==> config.mk <==
export PLATFORM = sky130hd
export DESIGN_NAME = convo_frame_ctrl_flat
export DESIGN_NICKNAME = d
export VERILOG_FILES = /design/src/rtl/convo_frame_ctrl_if.sv /design/src/rtl/convo_frame_ctrl.sv /design/src/flat_wrapper.sv
export SDC_FILE = /design/constraint.sdc
export NUM_CORES = 1
export LEC_CHECK = 0
export ABC_AREA = 0
export ABC_CLOCK_PERIOD_IN_PS = 5300
export CAP_MARGIN = 20
export CORE_ASPECT_RATIO = 1.25
export CORE_MARGIN = 1.5
export CORE_UTILIZATION = 52
export CTS_BUF_LIST = sky130_fd_sc_hd__clkbuf_8
export DETAILED_ROUTE_END_ITERATION = 8
export HOLD_SLACK_MARGIN = 0.12
export PLACE_DENSITY = 0.75
export SKIP_LAST_GASP = 1
export SYNTH_ARGS = -nofsm -noshare
export SYNTH_HDL_FRONTEND = slang
export SYNTH_SLANG_ARGS = --single-unit
==> constraint.sdc <==
create_clock -name clk -period 5.3 [get_ports clk]
set_input_delay 1.325 -clock clk [delete_from_list [all_inputs] [get_ports clk]]
set_output_delay 1.325 -clock clk [all_outputs]
set_load 0.02 [all_outputs]
Fig. 1: run 1, placement view
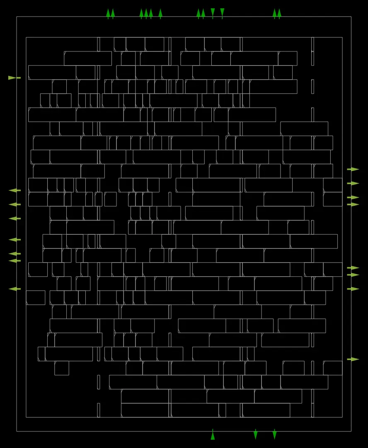
post-layout util: 66.4%
post-route non-filler standard cell count: 289
CORE AREA: 4490 um^2
FP Rows: 27

Fig. 2: run 1, placed cells, one colour a class
Fill, decap, tap and diode cells in grey.
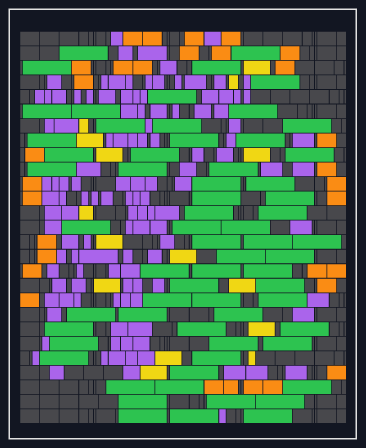
[clock drivers and dummy loads] yellow | cells: 15 | share of their area: 5.9%
[combinational and other logic] purple | cells: 121 | share of their area: 29%
[remaining buffers and delay cells] orange | cells: 31 | share of their area: 11%
[sequential cells] green | cells: 64 | share of their area: 55%
sequential share of cell area: 53.6%
cell area after layout: 2990 um^2

Fig. 3: run 1, M3 wires
Bar = 20 um.
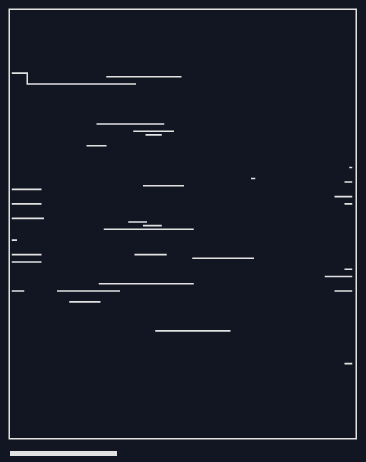
nets with wire on the layer: 25
longest straight run: 20.2 um
wire length on this layer: 206 um
share of all routed wire: 4.9%
Routed WL: 4.24 mm
total number of vias: 1612
met3 global-route usage: 5.04%

Fig. 4: run 1, port wiring
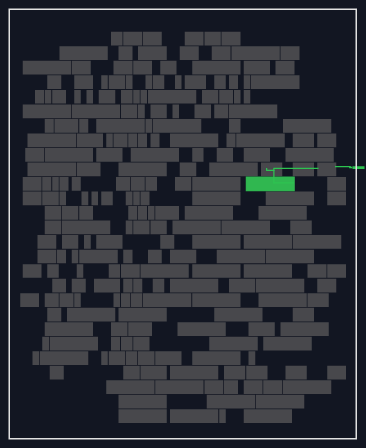
[bus_res_valid] green | direction: output | end cells: 1 | buffers: 1 | wire: 19.6 um
Top Ports: 31
port buffer count: 30

==> impl_metrics.ini, run 1 <==
; synthesis and place-and-route metrics
[status]
outcome = completed

[yosys]
ys_sh_mux_pct = 4.04
syn_inst = 194
ys_top_logic_family = simple AND/OR/NAND/NOR gates
yosys_area_um2 = 2480
ys_seq_share_pct = 64.6
area_leaders = dfrtp_1, mux2_2, xnor2_1, ha_1, nand2_1
synthTopCellsByCount = dfrtp_1, nand2_1, nor2_1
syn_avg_cell_area_um2 = 12.8

[cts]
cts_resized = 0
post_cts_buffers = 0
cts-root-buf = clkbuf_8
postCtsHoldBufs = 0
cts_tree = done
cts_inserted_buffers = 9

[power_and_ir_drop]
sw_frac_of_total_pct = 25.5
power.share.clock_pct = 35.3
p_comb_mw = 0.121
seq_power_share_pct = 52.7
p_int_mw = 0.752
p_switching_mw = 0.258
seq_power_mw = 0.532
total_power_mw = 1.01

[timing]
relSlewSlack_pct = 26.5
rsz0062_at_grt = false
fin_crit_sh_pct = 80.4
fmax_mhz = 235
finalMaxSlewViolations = 0

[setup_path]
worstRegToRegCells = 7
cp_common_cell = clkdlybuf4s50_1
r2r_slack_ns = 2.74
critical_path.max_fanout = 7
crit_path_cell_trace = clkdlybuf4s50_1, nand4bb_1, inv_1, clkdlybuf4s50_1
slowest_delay_ns = 0.62
cpMaxStageDelayCell = clkdlybuf4s50_1
criticalPathCategory = in2out

[grt]
grt-ovfl-total = 0
antenna_found_initial = 0
grt_max_degree = 65

[detailed_routing]
wl_per_cell_um = 14.7

[cells_and_area]
regArea_um2 = 1600
seq_cells = 64
logic_area_um2 = 797
final-clk-cell-share_pct = 5.78
lay_top_cells = dfrtp_1, clkdlybuf4s50_1, nand2_1

[floorplan]
tapCellCount = 58
[run 1: routing by layer]
layer / part of all wire (%) / GRT usage, %
met1: 40 / 22.1
met2: 53 / 33.0
met3: 4.9 / 5.04
met4: 1.7 / 10.2
met5: 0 / 0
[run 1: cell families after synthesis]
family / after synthesis
flip-flops: 64
XOR/XNOR: 6
buffers and inverters: 18
adder cells (fa/ha/maj): 5
AND-OR/OR-AND: 29
AND/OR/NAND/NOR: 63
multiplexers: 9
[run 1: worst max-delay path: cells and delay by family]
kind | cells | cell delay [ns]
AND/OR/NAND/NOR | 1 | 0.29
buffers and inverters | 3 | 1.32
Fig. 5: run 1, the metal 2 layer
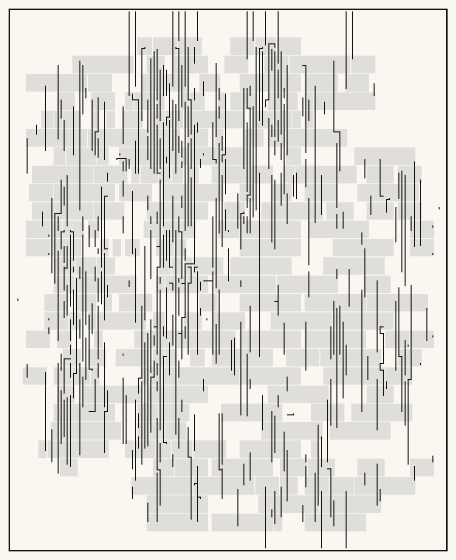

==> run 2, diff against run 1 <==
--- a/config.mk
+++ b/config.mk
@@ -6,15 +6,15 @@
 export NUM_CORES = 1
 export LEC_CHECK = 0
 export ABC_AREA = 0
-export ABC_CLOCK_PERIOD_IN_PS = 5300
+export ABC_CLOCK_PERIOD_IN_PS = 3500
 export CAP_MARGIN = 20
 export CORE_ASPECT_RATIO = 1.25
 export CORE_MARGIN = 1.5
-export CORE_UTILIZATION = 52
+export CORE_UTILIZATION = 51
 export CTS_BUF_LIST = sky130_fd_sc_hd__clkbuf_8
 export DETAILED_ROUTE_END_ITERATION = 8
 export HOLD_SLACK_MARGIN = 0.12
-export PLACE_DENSITY = 0.75
+export PLACE_DENSITY = 0.77
 export SKIP_LAST_GASP = 1
 export SYNTH_ARGS = -nofsm -noshare
 export SYNTH_HDL_FRONTEND = slang
==> constraint.sdc (replaced) <==
create_clock -name clk -period 3.5 [get_ports clk]
set_input_delay 0.875 -clock clk [delete_from_list [all_inputs] [get_ports clk]]
set_output_delay 0.875 -clock clk [all_outputs]
set_load 0.02 [all_outputs]
Fig. 6: run 2, the metal 2 layer
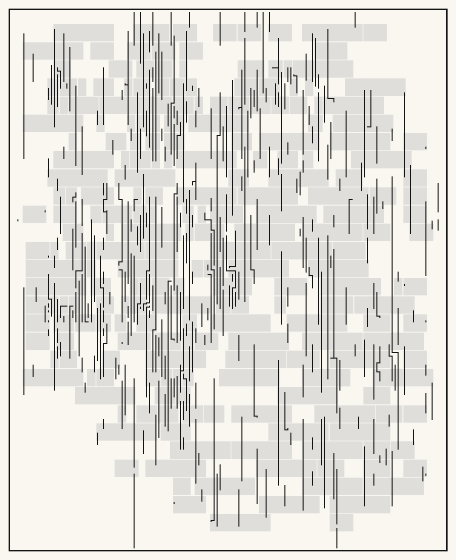
wire length on this layer: 2020 um
share of all routed wire: 49%
nets with wire on the layer: 198
longest straight run: 26.4 um
met2 usage: 28.1%
Routed WL: 4.14 mm
total number of vias: 1592

==> impl_metrics.ini, run 2 <==
; synthesis and place-and-route metrics
[status]
outcome = completed

[power_and_ir_drop]
cellPowerDensity_nw_per_um2 = 530
p_switching_mw = 0.415
p_int_mw = 1.20
seq_power_share_pct = 50.1
vdd_drop_max_mv = 0.423
total_power_mw = 1.61
power.share.clock_pct = 38.5
seq_power_mw = 0.807
p_comb_mw = 0.184
sw_frac_of_total_pct = 25.7

[detailed_routing]
wl_per_cell_um = 14.1
route.met3.wl_um = 152
wl_met1_mm = 1.90
drt_iter0_drc = 88
wl_met2_mm = 2.02
topRoutingLayerUsed = met4

[timing]
fin_crit_sh_pct = 88.5
setup_viol = 0
relSlewSlack_pct = 56.5
fmax_mhz = 323
rsz0062_at_grt = false
whs_ns = 0.349
finalMaxSlewViolations = 0

[yosys]
yosys_most_used_dff = dfrtp_1
ys_top_logic_family = simple AND/OR/NAND/NOR gates
synthTopCellsByCount = dfrtp_1, nand2_1, nor2_1
ys_async_sr_fraction_pct = 100
yosys.area_share.simple_pct = 14.9
ys_seq_share_pct = 64.6
syn_inst = 194
area_leaders = dfrtp_1, mux2_2, xnor2_1, ha_1, nand2_1
ys.flops = 64
syn_avg_cell_area_um2 = 12.8
yosysTopAreaCell = dfrtp_1
fa_ha_area_share_pct = 2.83
synth_nets = 203
yosys_area_um2 = 2480
ys_sh_mux_pct = 4.04

[grt]
grt_use_total_pct = 18.3
grt_max_degree = 35
antenna_found_initial = 0
grt-ovfl-total = 0
grt_pass1_wl_mm = 7.25
top_usage_layer = met2
grt_pass1_vias = 1597
use_met1_pct = 24.1
use_met3_pct = 5.82

[placement]
hpwl_mm = 2.71
pre_cts_slack_ns = 0.394
globalplace.congestion = 0.812
portBuffers = 30

[setup_path]
r2r_slack_ns = 0.92
crit_path_cell_trace = clkdlybuf4s50_1, nand4bb_1, inv_1, clkdlybuf4s50_1
cp_common_cell = clkdlybuf4s50_1
critPathLaunchType = input port
critical_path.max_fanout = 3
worstRegToRegCells = 7
cpMaxStageDelayCell = clkdlybuf4s50_1
slowest_delay_ns = 0.60
crit_required_ns = 2.62
criticalPathCategory = in2out

[cts]
cts_resized = 0
cts-root-buf = clkbuf_8
clk_pin_slew_ns = 0.06
postCtsHoldBufs = 0
clock-sinks = 64
cts_tree = done
cts_inserted_buffers = 9
post_cts_buffers = 0

[cells_and_area]
final_nets = 238
areaGrowthSynthToFinish_pct = 22.7
diodes = 0
layout_top_cell = dfrtp_1
n_fill_cell = 370
lay_top_cells = dfrtp_1, clkdlybuf4s50_1, nand2_1
fin_cells = 294

[floorplan]
fp_util_pct = 52.8
io_pins = 31
Fig. 7: run 2, placed cells, one colour a class
Fill, decap, tap and diode cells in grey.
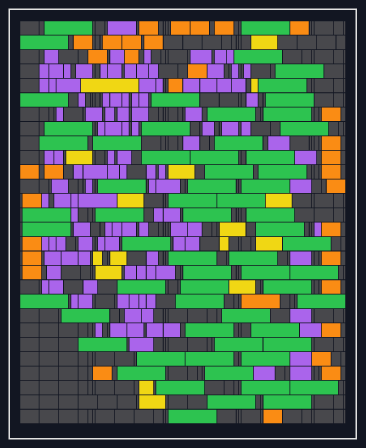
[clock drivers and dummy loads] yellow | cells: 16 | share of their area: 6.7%
[combinational and other logic] purple | cells: 121 | share of their area: 28%
[remaining buffers and delay cells] orange | cells: 33 | share of their area: 11%
[sequential cells] green | cells: 64 | share of their area: 54%
FP Rows: 28
post-layout util: 64.8%
sequential share of cell area: 52.7%
CORE AREA: 4690 um^2
cell area after layout: 3040 um^2

-- run 2: layout make-up --
class	instances	area [um^2]	area share, %
inverters	9	33.8	1.11
clock inverters	6	60.1	1.98
well taps	60	75.1	2.47
flip-flops and latches	64	1600	52.7
clock buffers	10	138	4.53
repair buffers	33	335	11.0
multi-input cells	112	797	26.2
-- run 2: cell families (layout without fill, tap and decap cells) --
family / count (synthesis) / count (layout)
flip-flops: 64 / 64
AND/OR/NAND/NOR: 63 / 63
AND-OR/OR-AND: 29 / 29
buffers and inverters: 18 / 58
multiplexers: 9 / 9
XOR/XNOR: 6 / 6
adder cells (fa/ha/maj): 5 / 5
-- run 2: critical path: cells and delay by family --
kind	cells	cell delay, ns
buffers and inverters	3	1.21
and+or+nand+nor	1	0.14
